<file path="src/rtl/reg_bank_loader_pkg.sv">
// reg_bank_loader_pkg: state encoding and default bank geometry shared by loader and bank
package reg_bank_loader_pkg;
  localparam int DEF_NR_OF_BITS = 8;
  localparam int DEF_NR_OF_REGS = 4;
  typedef enum logic [2:0] {
    IDLE   = 3'd0,
    CLEAR  = 3'd1,
    SHIFT  = 3'd2,
    COMMIT = 3'd3,
    DONE   = 3'd4,
    READ   = 3'd5
  } state_t;
endpackage

</file>
<file path="src/rtl/reg_bank_loader_bit_packer.sv">
// reg_bank_loader_bit_packer: MSB-first serial-to-word packer with zero-pad on last bit
// Ports: Clock/Reset_n; clear restarts the word; take accepts s_bit (s_last marks frame end);
// word is the left-aligned word including the bit being taken; word_end says that bit ends a word.
module reg_bank_loader_bit_packer
  import reg_bank_loader_pkg::*;
#(
  parameter int NrOfBits = DEF_NR_OF_BITS
) (
  input  logic                Clock,
  input  logic                Reset_n,
  input  logic                clear,
  input  logic                take,
  input  logic                s_bit,
  input  logic                s_last,
  output logic [NrOfBits-1:0] word,
  output logic                word_end
);
  localparam int CntBits = $clog2(NrOfBits + 1);
  logic [NrOfBits-1:0] sh, sh_next;
  logic [CntBits-1:0]  bit_cnt, cnt_next;
  // Shifting left by the number of missing bits left-aligns a short final word.
  always_comb begin
    sh_next  = {sh[NrOfBits-2:0], s_bit};
    cnt_next = bit_cnt + 1'b1;
    word     = sh_next << (CntBits'(NrOfBits) - cnt_next);
    word_end = (cnt_next == CntBits'(NrOfBits)) || s_last;
  end
  always_ff @(posedge Clock or negedge Reset_n)
    if (!Reset_n) begin
      sh      <= '0;
      bit_cnt <= '0;
    end else if (clear) begin
      sh      <= '0;
      bit_cnt <= '0;
    end else if (take) begin
      sh      <= sh_next;
      bit_cnt <= word_end ? '0 : cnt_next;
    end
endmodule

</file>
<file path="src/rtl/reg_bank_loader.sv">
// reg_bank_loader: packs a serial bit stream into words and writes them into a register bank
// Ports: Clock/Reset_n; s_valid/s_bit/s_last/s_ready serial input; rd_req/rd_idx readback request;
// ClockEnable/D/Tick bank write port; clr bank clear; cs per-register output disable; frame_done pulse.
module reg_bank_loader
  import reg_bank_loader_pkg::*;
#(
  parameter int NrOfBits = DEF_NR_OF_BITS,
  parameter int NrOfRegs = DEF_NR_OF_REGS,
  parameter int IdxBits  = $clog2(NrOfRegs)
) (
  input  logic                Clock,
  input  logic                Reset_n,
  input  logic                s_valid,
  input  logic                s_bit,
  input  logic                s_last,
  output logic                s_ready,
  input  logic                rd_req,
  input  logic [IdxBits-1:0]  rd_idx,
  output logic [NrOfRegs-1:0] ClockEnable,
  output logic [NrOfBits-1:0] D,
  output logic                Tick,
  output logic                clr,
  output logic [NrOfRegs-1:0] cs,
  output logic                frame_done
);
  state_t              state;
  logic [IdxBits-1:0]  wr_ptr;
  logic                last_seen;
  logic [NrOfBits-1:0] word;
  logic                word_end;
  logic                take;
  // s_ready is high exactly while in SHIFT, so it doubles as the accept qualifier.
  assign take = s_valid && s_ready;
  reg_bank_loader_bit_packer #(.NrOfBits(NrOfBits)) u_packer (
    .Clock    (Clock),
    .Reset_n  (Reset_n),
    .clear    (state == CLEAR),
    .take     (take),
    .s_bit    (s_bit),
    .s_last   (s_last),
    .word     (word),
    .word_end (word_end)
  );
  always_ff @(posedge Clock or negedge Reset_n)
    if (!Reset_n) begin
      state       <= IDLE;
      wr_ptr      <= '0;
      last_seen   <= 1'b0;
      s_ready     <= 1'b0;
      ClockEnable <= '0;
      D           <= '0;
      Tick        <= 1'b0;
      clr         <= 1'b0;
      cs          <= '1;
      frame_done  <= 1'b0;
    end else begin
      clr         <= 1'b0;
      Tick        <= 1'b0;
      ClockEnable <= '0;
      frame_done  <= 1'b0;
      cs          <= '1;
      case (state)
        IDLE:
          if (s_valid) begin
            state <= CLEAR;
            clr   <= 1'b1;
          end else if (rd_req) begin
            state <= READ;
            cs    <= ~(NrOfRegs'(1) << rd_idx);
          end
        CLEAR: begin
          state     <= SHIFT;
          s_ready   <= 1'b1;
          wr_ptr    <= '0;
          last_seen <= 1'b0;
        end
        SHIFT:
          if (take && word_end) begin
            state       <= COMMIT;
            s_ready     <= 1'b0;
            D           <= word;
            ClockEnable <= NrOfRegs'(1) << wr_ptr;
            Tick        <= 1'b1;
            last_seen   <= s_last;
          end
        COMMIT:
          if (last_seen || wr_ptr == IdxBits'(NrOfRegs - 1)) begin
            state      <= DONE;
            frame_done <= 1'b1;
          end else begin
            state   <= SHIFT;
            s_ready <= 1'b1;
            wr_ptr  <= wr_ptr + 1'b1;
          end
        DONE:    state <= IDLE;
        READ:    state <= IDLE;
        default: state <= IDLE;
      endcase
    end
endmodule
</file>
<file path="config.mk">
export PLATFORM = sky130hd
export DESIGN_NAME = reg_bank_loader
export DESIGN_NICKNAME = d
export VERILOG_FILES = /design/src/rtl/reg_bank_loader_pkg.sv /design/src/rtl/reg_bank_loader_bit_packer.sv /design/src/rtl/reg_bank_loader.sv
export SDC_FILE = /design/constraint.sdc
export NUM_CORES = 1
export LEC_CHECK = 0
export ABC_AREA = 1
export ABC_CLOCK_PERIOD_IN_PS = 1600
export CORE_UTILIZATION = 40
export DETAILED_ROUTE_END_ITERATION = 16
export PLACE_DENSITY = 0.7
export SKIP_CTS_REPAIR_TIMING = 1
export SYNTH_ARGS = -nofsm -noshare
export SYNTH_HDL_FRONTEND = slang
export SYNTH_HIERARCHICAL = 1
export SYNTH_SLANG_ARGS = --single-unit
</file>
<file path="constraint.sdc">
create_clock -name Clock -period 1.6 [get_ports Clock]
set_input_delay 0.32 -clock Clock [delete_from_list [all_inputs] [get_ports Clock]]
set_output_delay 0.32 -clock Clock [all_outputs]
set_load 0.005 [all_outputs]
</file>
==> images/m1.png <==
Supply wires on this layer in gray.
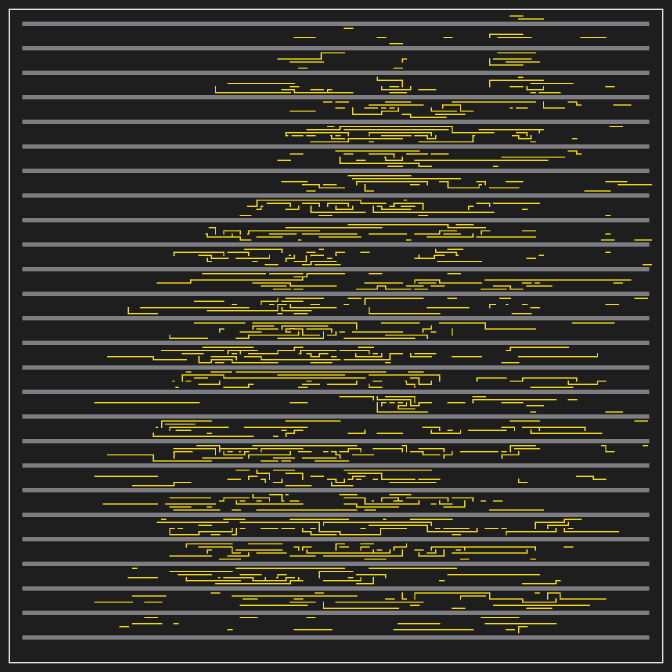
The wires run mostly horizontal. The layer holds 47% of the routed length. 290 nets have wire on it. The layer carries 1,970 um of wire.

==> images/class_map.png <==
Bar = 20 um. Fill, decap, tap and diode cells in gray.
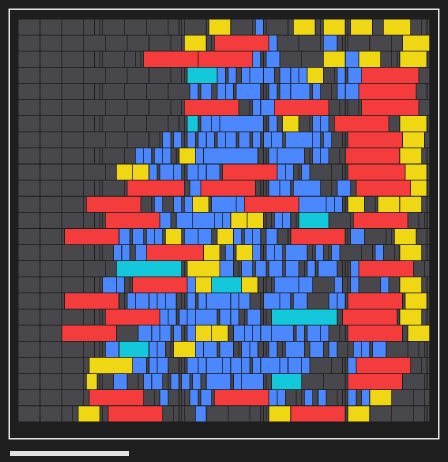
Key: remaining logic cells = blue [cells 211, share of their area 42%]; clock drivers and dummy loads = cyan [cells 8, share of their area 5.1%]; remaining buffers and delay cells = yellow [cells 48, share of their area 17%]; sequential cells = red [cells 37, share of their area 36%]

==> images/util_map.png <==
7 x 7 tiles, from white (low) to dark blue (high), 0 to 100% covered.
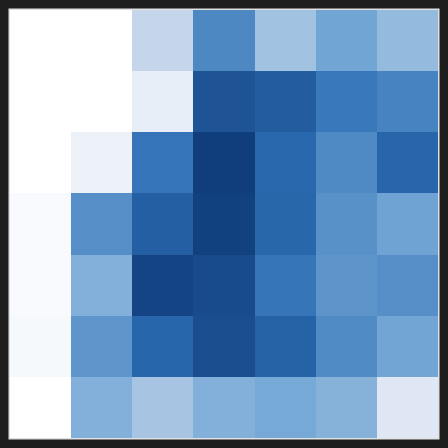
The mean over all tiles is 50%. The densest ninth of the die: center. The fullest tile reaches 94%. 12% of the tiles are nearly empty. 27% of the tiles are over 75% full.

==> summary.txt <==
yosys + openroad results -> Tmin final=1.55 ns, most frequent logic cells in the routed design=76 x nand2_1, 31 x dfrtp_1, 29 x inv_1, skew final=0.00478 ns, setup TNS=0 ns, final worst slack=0.0471 ns, fin. max-slew vios=0, switching share of power=40.5%, CTS clk-pin slew, worst paths=0.07 ns, vias in the first global route=1,493, Layout Utilization=56.9%, Finish-stage setup viols=0, P_int=2.81 mW, post-route ant nets=0, register area=933 um^2, final std cells w/o fill=371, Routability Congestion=0.874, Die Height=72.2 um, data required time of the worst path=1.79 ns, yosys cell count=252, Yosys chip area=0.00197 mm^2, outcome=finished, final reports clean, WP data arrival=1.74 ns, wire per inst=11.3 um, CP max stage delay=0.47 ns, Antenna Cells=0, logic area=917 um^2, Distinct cells, synth=24, number of H-tree levels=2, fin nets=316, Gate Count Post-Synth=252, Init Core Util=41.8%, crit share post-route=97.1%, cell chain of the critical path=ha_4, inv_2, nand2_4, nand2_4, inv_4, nand2_1, nand3_2, a21oi_2, nand2_1, nand2_1, PD cells=1750 mW/mm^2, Comb power frac=51.1%, First DRT Iteration DRCs=74, most frequent CP cell=nand2_1, Max stage delay cell, worst path=dfrtp_2, Ys Warns=6, pin count of the biggest net entering global routing=21, mean post-synth cell area=7.83 um^2, vias per inst=4.67, Setup WS pre-CTS=-0.0653 ns, Num CTS Buffers=5, Clk pwr share=20.1%, Synthesized registers=37, global route overflow=0, synthesis-to-finish area growth=36.3%, Fin. Hold Viols=0, Flop pwr share=28.9%
==> images/port_trees.png <==
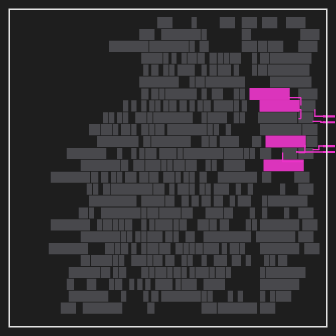
Key: ClockEnable = magenta [bits 4, direction output, edge east, end cells 4, buffers 4, wire 33.5 um]

==> images/congestion_map.png <==
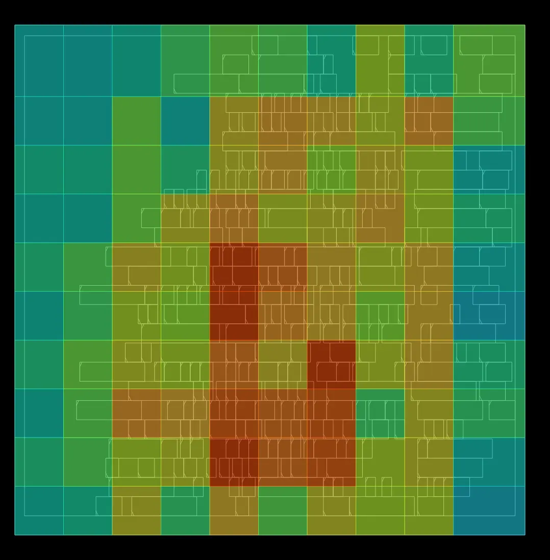
GR peak layer: met2
GR Util All Layers: 17.1%
GR Util met1: 22.8%
met3 GRT Util: 4.58%

-- cell families after synthesis --
group	share of synthesized area (%)
flip-flops	47.2
AND-OR/OR-AND	6.98
AND/OR/NAND/NOR	32.9
buffers and inverters	9.76
adder cells (fa/ha/maj)	3.17
-- cells in the mapped netlist --
cell,count,share of area (%)
buf_4,2,0.76
a21oi_1,1,0.25
dfstp_2,4,5.3
nor2_1,12,2.3
o21ai_0,8,2.0
dfrtp_1,33,42
nand4_1,6,1.9
nor3_1,1,0.25
inv_2,9,1.7
buf_6,2,1.1
nor2_2,11,3.5
nand2_1,78,15
nor2_4,1,0.57
o21ai_1,6,1.5
inv_1,31,5.9
nand2_2,6,1.9
nand3b_1,1,0.38
o211ai_1,1,0.38
a21oi_2,2,0.89
nand3_1,22,5.6
ha_1,5,3.2
nand2_4,3,1.7
clkinv_2,1,0.25
o22ai_1,6,1.9
-- path summary, 6_finish.rpt --
path,from,end,cells after the start
max,u_packer/bit_cnt[0],D[7],10
min,D[6],D[6],2
max reg2reg,u_packer/bit_cnt[0],D[7],10
min reg2reg,D[6],D[6],2
max in group asynchronous,Reset_n,cs[0],3
min in group asynchronous,Reset_n,u_packer/bit_cnt[2],2
-- per-stage QoR --
| stage | power, mW | cell area, um^2 |
|---|---|---|
| 2_1_floorplan | 2.76 | 1970 |
| 3_3_place_gp | 3.36 | 2390 |
| 3_5_place_dp | 3.39 | 2390 |
| 4_1_cts | 4.37 | 2530 |
| 5_1_grt | 5.06 | 2690 |
| 6_report | 4.72 | 2690 |
-- registers in the layout (all words and copies together) (netlist names) --
register and cells:
D 8, u_packer/sh 7, ClockEnable 4, cs 4, u_packer/bit_cnt 4, state 3, wr_ptr 2, Tick 1
clr 1, frame_done 1, last_seen 1, s_ready 1
-- per-layer routing --
metal | vias up | share of wire, %
met1 | 790 | 47
met5 | - | 0
li1 | 894 | -
met4 | 0 | 2.0
met2 | 43 | 47
met3 | 7 | 4.0
-- cell type report --
class / instances / share of cell area [%]
multi-input cells: 170 / 34.1
repair buffers: 48 / 16.9
flip-flops and latches: 37 / 34.7
clock inverters: 3 / 2.42
clock buffers: 5 / 2.56
well taps: 67 / 3.12
inverters: 41 / 6.14
-- worst min-delay path, cell delays in order, from the launching register on --
cell and delay [ns]:
dfrtp_1 0.34, nand2_1 0.05, nand2_1 0.06
-- power groups by stage --
| stage | Combinational [mW] | Sequential, mW | Clock [mW] |
|---|---|---|---|
| after CTS | 2.05 | 1.35 | 0.973 |
| after global routing | 2.66 | 1.39 | 1.01 |
| after floorplan | 1.42 | 1.35 | 0 |
| after global placement | 2.00 | 1.35 | 0 |
| final | 2.41 | 1.36 | 0.946 |
| after detailed placement | 2.03 | 1.37 | 0 |
Power figures rest on the tool's default switching activity, not on a simulated workload.
